**src/rtl/bus_grant_arbiter_if.sv**
```systemverilog
// Signal bundle between the cycle FSM / Pi control side and the bus grant arbiter.
// The arbiter takes the slave modport; the driver of requests and strobes takes master.
interface bus_grant_arbiter_if;
    logic MCCLK_FALLING;
    logic ENABLE;
    logic nBR_IN;
    logic nBGACK_IN;
    logic nAS_IN;
    logic CYCLE_REQ;
    logic CYCLE_BUSY;
    logic CYCLE_GO;
    logic BG_DRIVE;
    logic EXT_OWNER;
    logic TIMEOUT_ERR;
    logic TIMEOUT_CLR;

    modport slave (
        input  MCCLK_FALLING, ENABLE, nBR_IN, nBGACK_IN, nAS_IN,
        input  CYCLE_REQ, CYCLE_BUSY, TIMEOUT_CLR,
        output CYCLE_GO, BG_DRIVE, EXT_OWNER, TIMEOUT_ERR
    );

    modport master (
        output MCCLK_FALLING, ENABLE, nBR_IN, nBGACK_IN, nAS_IN,
        output CYCLE_REQ, CYCLE_BUSY, TIMEOUT_CLR,
        input  CYCLE_GO, BG_DRIVE, EXT_OWNER, TIMEOUT_ERR
    );
endinterface

```
**src/rtl/bus_grant_arbiter.sv**
```systemverilog
// 68000 BR/BG/BGACK arbiter: hands the Amiga bus to external DMA masters between
// PiStorm cycles and reclaims it once BGACK releases, with a grant timeout.
module bus_grant_arbiter #(
    parameter int SYNC_STAGES   = 2,
    parameter int GRANT_TIMEOUT = 255,
    parameter int CNT_W         = 8
) (
    input  logic                 SYSCLK,
    input  logic                 RESET,
    bus_grant_arbiter_if.slave   bus
);

    typedef enum logic [2:0] {
        S_IDLE,
        S_PENDING,
        S_GRANTED,
        S_EXTERNAL,
        S_RECLAIM
    } state_t;

    localparam logic [CNT_W-1:0] LP_LAST = CNT_W'(GRANT_TIMEOUT - 1);

    logic [SYNC_STAGES-1:0] r_br_sync;
    logic [SYNC_STAGES-1:0] r_bgack_sync;
    logic [SYNC_STAGES-1:0] r_as_sync;

    state_t           r_state;
    state_t           w_next;
    logic             w_timeout;
    logic [CNT_W-1:0] r_cnt;
    logic             r_bg;
    logic             r_ext;
    logic             r_err;

    logic w_br_s;
    logic w_bgack_s;
    logic w_as_s;

    // Synchronisers idle at the negated (high) level so reset looks like "no request".
    always_ff @(posedge SYSCLK or posedge RESET) begin
        if (RESET) begin
            r_br_sync    <= '1;
            r_bgack_sync <= '1;
            r_as_sync    <= '1;
        end else begin
            r_br_sync    <= {r_br_sync[SYNC_STAGES-2:0], bus.nBR_IN};
            r_bgack_sync <= {r_bgack_sync[SYNC_STAGES-2:0], bus.nBGACK_IN};
            r_as_sync    <= {r_as_sync[SYNC_STAGES-2:0], bus.nAS_IN};
        end
    end

    assign w_br_s    = ~r_br_sync[SYNC_STAGES-1];
    assign w_bgack_s = ~r_bgack_sync[SYNC_STAGES-1];
    assign w_as_s    = ~r_as_sync[SYNC_STAGES-1];

    always_comb begin
        w_next    = r_state;
        w_timeout = 1'b0;
        if (bus.MCCLK_FALLING) begin
            case (r_state)
                S_IDLE: begin
                    if (bus.ENABLE && w_br_s)
                        w_next = bus.CYCLE_BUSY ? S_PENDING : S_GRANTED;
                end
                S_PENDING: begin
                    if (!w_br_s || !bus.ENABLE) w_next = S_IDLE;
                    else if (!bus.CYCLE_BUSY)   w_next = S_GRANTED;
                end
                S_GRANTED: begin
                    // Acknowledge only counts once the previous owner's AS has gone away.
                    if (w_bgack_s && !w_as_s)        w_next = S_EXTERNAL;
                    else if (!w_br_s && !w_bgack_s)  w_next = S_RECLAIM;
                    else if (!bus.ENABLE)            w_next = S_RECLAIM;
                    else if (r_cnt == LP_LAST) begin
                        w_next    = S_RECLAIM;
                        w_timeout = 1'b1;
                    end
                end
                S_EXTERNAL: begin
                    if (!w_bgack_s) w_next = S_RECLAIM;
                end
                S_RECLAIM: w_next = S_IDLE;
                default:   w_next = S_IDLE;
            endcase
        end
    end

    always_ff @(posedge SYSCLK or posedge RESET) begin
        if (RESET) begin
            r_state <= S_IDLE;
            r_bg    <= 1'b0;
            r_ext   <= 1'b0;
            r_cnt   <= '0;
            r_err   <= 1'b0;
        end else begin
            r_state <= w_next;
            r_bg    <= (w_next == S_GRANTED);
            r_ext   <= (w_next == S_EXTERNAL) || (w_next == S_RECLAIM);
            if (w_next == S_GRANTED && r_state != S_GRANTED)
                r_cnt <= '0;
            else if (r_state == S_GRANTED && bus.MCCLK_FALLING && r_cnt != '1)
                r_cnt <= r_cnt + 1'b1;
            if (w_timeout)
                r_err <= 1'b1;
            else if (bus.TIMEOUT_CLR)
                r_err <= 1'b0;
        end
    end

    assign bus.CYCLE_GO    = bus.CYCLE_REQ && (r_state == S_IDLE) && !(bus.ENABLE && w_br_s);
    assign bus.BG_DRIVE    = r_bg;
    assign bus.EXT_OWNER   = r_ext;
    assign bus.TIMEOUT_ERR = r_err;

endmodule

```
**src/flat_wrapper.sv**
```systemverilog
// flat-port wrapper written by rule: the top's interface ports become plain ports
module bus_grant_arbiter_flat 
#(
    parameter int SYNC_STAGES   = 2,
    parameter int GRANT_TIMEOUT = 255,
    parameter int CNT_W         = 8
)
  (SYSCLK, RESET, bus_MCCLK_FALLING, bus_ENABLE, bus_nBR_IN, bus_nBGACK_IN, bus_nAS_IN, bus_CYCLE_REQ, bus_CYCLE_BUSY, bus_TIMEOUT_CLR, bus_CYCLE_GO, bus_BG_DRIVE, bus_EXT_OWNER, bus_TIMEOUT_ERR);
  bus_grant_arbiter_if bus_i ();
  input  logic SYSCLK;
  input  logic RESET;
  input wire logic [$bits(bus_i.MCCLK_FALLING)-1:0] bus_MCCLK_FALLING;
  input wire logic [$bits(bus_i.ENABLE)-1:0] bus_ENABLE;
  input wire logic [$bits(bus_i.nBR_IN)-1:0] bus_nBR_IN;
  input wire logic [$bits(bus_i.nBGACK_IN)-1:0] bus_nBGACK_IN;
  input wire logic [$bits(bus_i.nAS_IN)-1:0] bus_nAS_IN;
  input wire logic [$bits(bus_i.CYCLE_REQ)-1:0] bus_CYCLE_REQ;
  input wire logic [$bits(bus_i.CYCLE_BUSY)-1:0] bus_CYCLE_BUSY;
  input wire logic [$bits(bus_i.TIMEOUT_CLR)-1:0] bus_TIMEOUT_CLR;
  output wire logic [$bits(bus_i.CYCLE_GO)-1:0] bus_CYCLE_GO;
  output wire logic [$bits(bus_i.BG_DRIVE)-1:0] bus_BG_DRIVE;
  output wire logic [$bits(bus_i.EXT_OWNER)-1:0] bus_EXT_OWNER;
  output wire logic [$bits(bus_i.TIMEOUT_ERR)-1:0] bus_TIMEOUT_ERR;
  assign bus_i.MCCLK_FALLING = bus_MCCLK_FALLING;
  assign bus_i.ENABLE = bus_ENABLE;
  assign bus_i.nBR_IN = bus_nBR_IN;
  assign bus_i.nBGACK_IN = bus_nBGACK_IN;
  assign bus_i.nAS_IN = bus_nAS_IN;
  assign bus_i.CYCLE_REQ = bus_CYCLE_REQ;
  assign bus_i.CYCLE_BUSY = bus_CYCLE_BUSY;
  assign bus_i.TIMEOUT_CLR = bus_TIMEOUT_CLR;
  assign bus_CYCLE_GO = bus_i.CYCLE_GO;
  assign bus_BG_DRIVE = bus_i.BG_DRIVE;
  assign bus_EXT_OWNER = bus_i.EXT_OWNER;
  assign bus_TIMEOUT_ERR = bus_i.TIMEOUT_ERR;
  bus_grant_arbiter #(.SYNC_STAGES(SYNC_STAGES), .GRANT_TIMEOUT(GRANT_TIMEOUT), .CNT_W(CNT_W)) u_core (.SYSCLK(SYSCLK), .RESET(RESET), .bus(bus_i));
endmodule
```
**config.mk**
```make
export PLATFORM = sky130hd
export DESIGN_NAME = bus_grant_arbiter_flat
export DESIGN_NICKNAME = d
export VERILOG_FILES = /design/src/rtl/bus_grant_arbiter_if.sv /design/src/rtl/bus_grant_arbiter.sv /design/src/flat_wrapper.sv
export SDC_FILE = /design/constraint.sdc
export NUM_CORES = 1
export LEC_CHECK = 0
export CAP_MARGIN = 10
export CORE_MARGIN = 5
export CORE_UTILIZATION = 25
export CTS_CLUSTER_DIAMETER = 100
export CTS_CLUSTER_SIZE = 25
export DETAILED_ROUTE_END_ITERATION = 6
export GPL_TIMING_DRIVEN = 0
export PLACE_DENSITY = 0.49
export SYNTH_ARGS = -nofsm -noshare
export SYNTH_HDL_FRONTEND = slang
export SYNTH_SLANG_ARGS = --single-unit
```
**constraint.sdc**
```tcl
create_clock -name SYSCLK -period 5.75 [get_ports SYSCLK]
set_clock_uncertainty 0.15 [all_clocks]
set_input_delay 1.15 -clock SYSCLK [delete_from_list [all_inputs] [get_ports SYSCLK]]
set_output_delay 1.15 -clock SYSCLK [all_outputs]
set_load 0.02 [all_outputs]
```
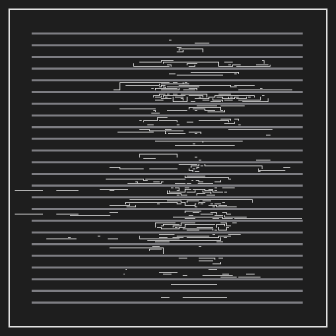
Fig. 1. M1 wires (run 1).
Supply wires on this layer in gray.
nets with wire on the layer	109
share of all routed wire	47%
longest straight run	28.5 µm

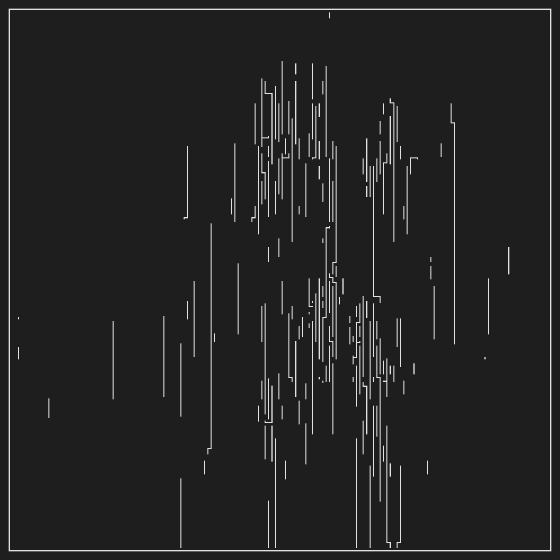
Fig. 2. The metal 2 layer (run 1).
nets with wire on the layer	97
wire length on this layer	921 µm
longest straight run	30.6 µm
main direction	vertical
Post-Route WL: 2020 µm
M2 GR Usage: 11.5%
Vias: 781

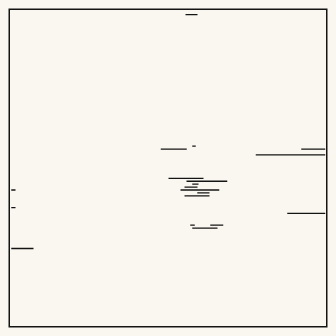
Fig. 3. Metal 3 (run 1).
share of all routed wire	4.5%
wire length on this layer	91.1 µm
main direction	horizontal
M3 GR Usage: 1.09%

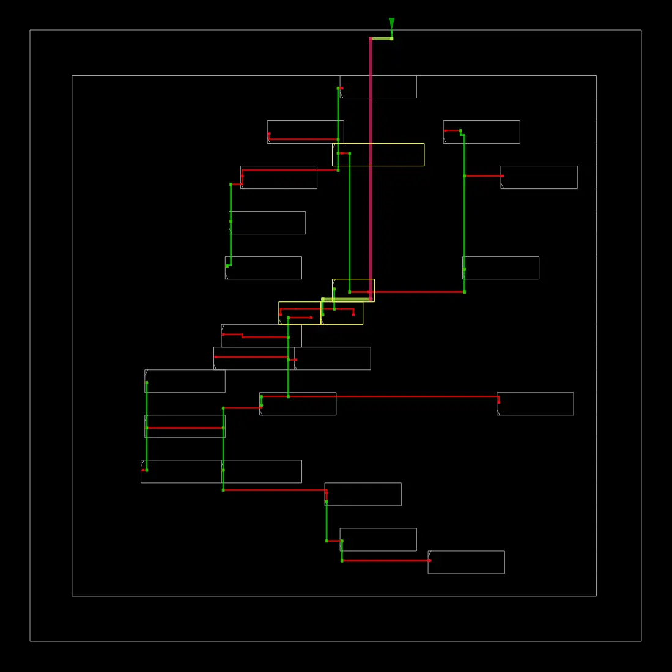
Fig. 4. Clock routing (run 1).
Power Clock: 142 µW
CTS Sinks: 20
Flops: 20
tally of clock buffers in the finished layout: 3

==> results_dict.tcl, run 1 <==
# flow metrics
set metrics [dict create \
    buffer_area_share_pct 11.7 \
    worstSetupStartpointType "input port" \
    r2r_slack_ps 3640 \
    register_area_um2 508 \
    track_usage_pct 8.04 \
    htree_levels 1 \
    top_regs "u_core.r_cnt (8), u_core.r_state (3)" \
    die-area_mm2 0.00540 \
    power_leader "sequential cells" \
    seq-power_uw 172 \
    clkLatencyLatePin_ps 260 \
    avgSynthCellArea_um2 10.4 \
    ys_seq_share_pct 50.4 \
    setup_ws_ps 1870 \
    combPwrFrac_pct 17.3 \
    grt_use_met1_pct 11.9 \
    tightest_slew_ps 757 \
    path_max_fanout 4 \
    largest_class "registers" \
    clk_pin_slew_worst_paths_ps 80 \
    outcome "finished clean" \
    core-area_mm2 0.00394 \
    fp_util_pct 25.5 \
    numCtsBuffers 3 \
    wl_per_cell_um 12.3 \
    power_frac_seq_pct 45.4 \
    cts_tree "done" \
    crit_chain "clkdlybuf4s50_1, nand2b_1, and4b_2, clkdlybuf4s50_1" \
    grt_busiest_layer "met1" \
    post_cts_buffers 0 \
    ir_drop_mv 0.109 \
    ys_cells 97 \
    crit_start "bus_ENABLE" \
    drive_gt1_share_pct 18.4 \
    drt_iter0_drc 86 \
    synth-xor-area-share_pct 3.48 \
    finalSetupViolations 0 \
    cts_resized 0 \
    syn_area_mm2 0.00101 \
    r2r_end "u_core.r_cnt[1]" \
    synth-simple-area-share_pct 23.7 \
    highest_layer "met4" \
    crit_end "bus_CYCLE_GO" \
    met1_length_um 953 \
    async_flop_share_pct 100 \
    regMostFlops "u_core.r_cnt" \
    ys_ff 20 \
    floorplan.nets 109 \
    fin_crit_sh_pct 67.4 \
    pre_cts_ws_ps 1870 \
    power_density_mw_per_mm2 298 \
    post-route-util_pct 32.2 \
    grt_max_degree 21 \
    maxSlewHeadroom_pct 49.5 \
    num_rows 23 \
    slowest_stage "clkdlybuf4s50_1" \
    hold_end "u_core.r_br_sync[1]" \
    num_antenna_cells 0 \
    dr_wl_met2_um 920 \
]
--- run 2 (diff from run 1) ---
clock period = 3.96 ns   (was 5.75 ns; I/O delays follow)
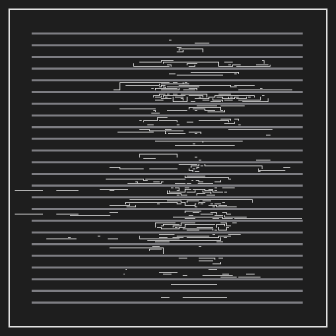
Fig. 5. M1 wires (run 2).
Supply wires on this layer in gray.
nets with wire on the layer	109
share of all routed wire	47%
wire length on this layer	953 µm
longest straight run	28.5 µm
main direction	horizontal
met1 usage: 11.9%

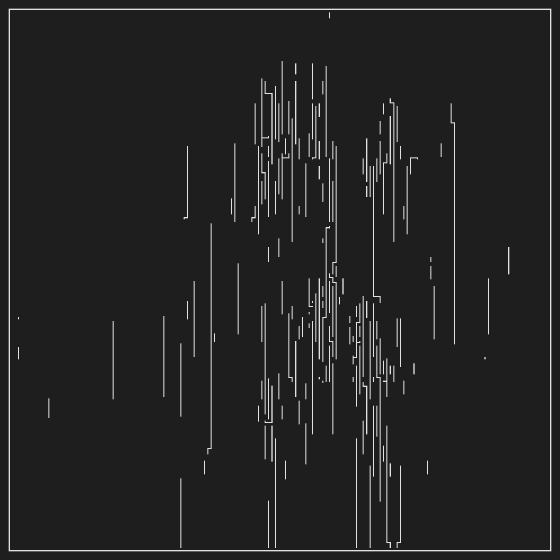
Fig. 6. The metal 2 layer (run 2).
wire length on this layer	921 µm
longest straight run	30.6 µm

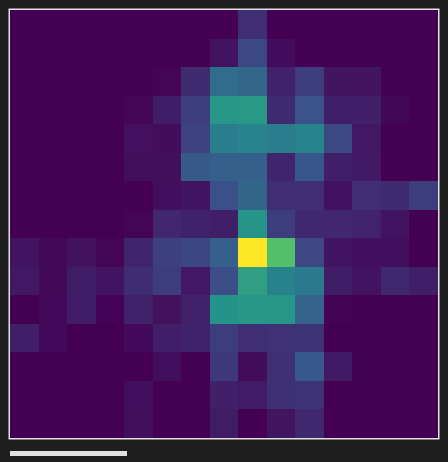
Fig. 7. Wire density map (run 2).
The bar under the picture is 20 µm long. 15 x 15 tiles, from dark purple (low) to yellow (high), scaled to the fullest tile. Values are wire area over tile area, all layers added.
densest ninth of the die	center
emptiest ninth of the die	upper left
tiles over half the peak	4.0%
nearly empty tiles	48%
fullest tile	0.65

==> results_dict.tcl, run 2 <==
# flow metrics
set metrics [dict create \
    regMostFlops "u_core.r_cnt" \
    clkLatencyLatePin_ps 260 \
    ir_drop_mv 0.158 \
    largest_class "registers" \
    path_max_fanout 4 \
    highest_layer "met4" \
    grt_max_degree 21 \
    vias 781 \
    fin_crit_sh_pct 79.8 \
    cts_tree "done" \
    clock_buffers 3 \
    syn_area_mm2 0.00101 \
    floorplan.nets 109 \
    numCtsBuffers 3 \
    crit_start "bus_ENABLE" \
    synth-xor-area-share_pct 3.48 \
    setup_ws_ps 801 \
    wl_per_cell_um 12.3 \
    dr_wl_met2_um 920 \
    worstSetupStartpointType "input port" \
    design.seq.count 20 \
    track_usage_pct 8.04 \
    power_leader "sequential cells" \
    clock-sinks 20 \
    maxSlewHeadroom_pct 49.5 \
    slowest_stage "clkdlybuf4s50_1" \
    drive_gt1_share_pct 18.4 \
    power_frac_seq_pct 45.4 \
    power_clock_uw 205 \
    avgSynthCellArea_um2 10.4 \
    fp_util_pct 25.5 \
    post_cts_buffers 0 \
    r2r_end "u_core.r_cnt[1]" \
    gr-usage-met2_pct 11.5 \
    outcome "finished clean" \
    combPwrFrac_pct 17.3 \
    post-route-util_pct 32.2 \
    r2r_slack_ps 1850 \
    die-area_mm2 0.00540 \
    cts_resized 0 \
    register_area_um2 508 \
    power_density_mw_per_mm2 433 \
    top_regs "u_core.r_cnt (8), u_core.r_state (3)" \
    htree_levels 1 \
    ys_ff 20 \
    num_rows 23 \
    pre_cts_ws_ps 793 \
    crit_chain "clkdlybuf4s50_1, nand2b_1, and4b_2, clkdlybuf4s50_1" \
]
--- run 3 (diff from run 2) ---
clock period = 3 ns   (was 3.96 ns; I/O delays follow)
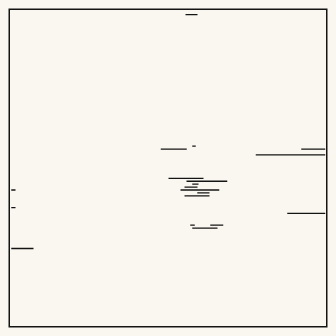
Fig. 8. Metal 3 (run 3).
main direction	horizontal
wire length on this layer	91.1 µm

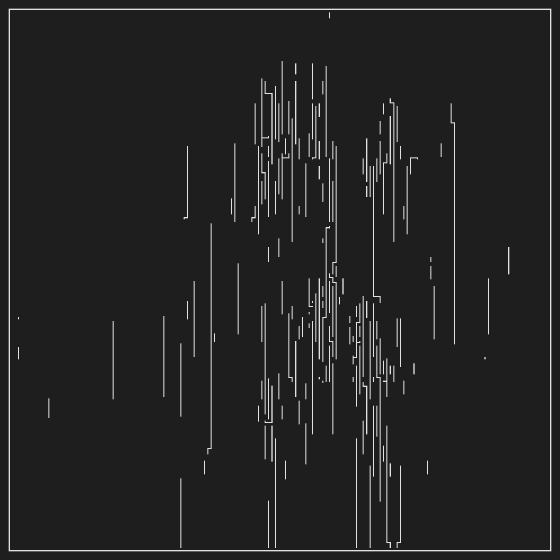
Fig. 9. The metal 2 layer (run 3).
nets with wire on the layer	97
wire length on this layer	921 µm

==> results_dict.tcl, run 3 <==
# flow metrics
set metrics [dict create \
    outcome "finished clean" \
    post-route-util_pct 32.2 \
    wl_um 2020 \
    drt_iter0_drc 86 \
    worstSetupStartpointType "input port" \
    power_frac_seq_pct 45.4 \
    hold_end "u_core.r_br_sync[1]" \
    crit_chain "clkdlybuf4s50_1, nand2b_1, and4b_2, clkdlybuf4s50_1" \
    maxSlewHeadroom_pct 49.5 \
    dr_wl_met2_um 920 \
    grt_util_met3_pct 1.09 \
    crit_start "bus_ENABLE" \
    seq-power_uw 330 \
    fp_util_pct 25.5 \
    post_cts_buffers 0 \
    buffer_area_share_pct 11.7 \
    slowest_stage "clkdlybuf4s50_1" \
    synth-xor-area-share_pct 3.48 \
    htree_levels 1 \
    r2r_end "u_core.r_cnt[1]" \
    ys_cells 97 \
    pre_cts_ws_ps 217 \
    fin_crit_sh_pct 92.5 \
    ys_seq_share_pct 50.4 \
    ir_drop_mv 0.209 \
    core-area_mm2 0.00394 \
    syn_area_mm2 0.00101 \
    grt_max_degree 21 \
    synth-simple-area-share_pct 23.7 \
    track_usage_pct 8.04 \
    combPwrFrac_pct 17.3 \
    tightest_slew_ps 757 \
    async_flop_share_pct 100 \
    ys_ff 20 \
    num_antenna_cells 0 \
    design.seq.count 20 \
    path_max_fanout 4 \
    grt_busiest_layer "met1" \
    r2r_slack_ps 890 \
    crit_end "bus_CYCLE_GO" \
    regMostFlops "u_core.r_cnt" \
    vias 781 \
    top_regs "u_core.r_cnt (8), u_core.r_state (3)" \
    setup_ws_ps 225 \
    largest_class "registers" \
    floorplan.nets 109 \
    wl_per_cell_um 12.3 \
    cts_resized 0 \
    finalSetupViolations 0 \
    grt_use_met1_pct 11.9 \
    power_leader "sequential cells" \
]
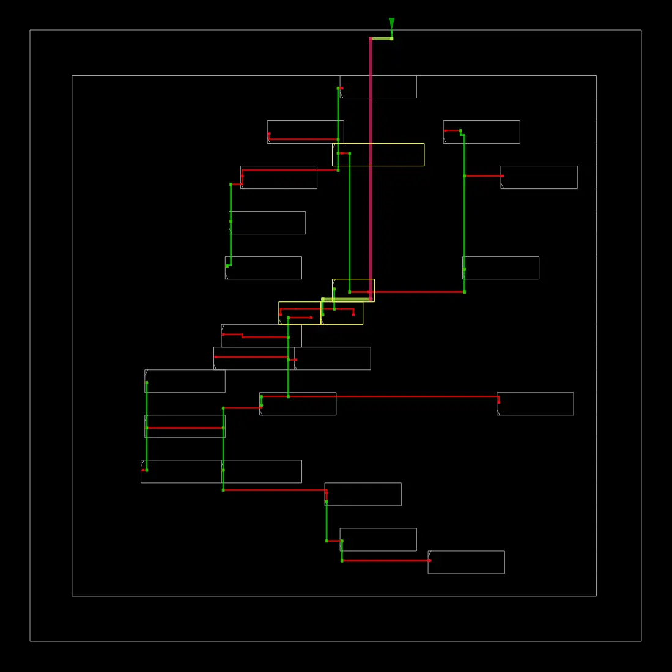
Fig. 10. Clock routing (run 3).
Power Clock: 271 µW
clock latency on the worst-skew pair: 260 ps
TritonCTS Buffers: 3

Power and IR drop assume default switching activity.
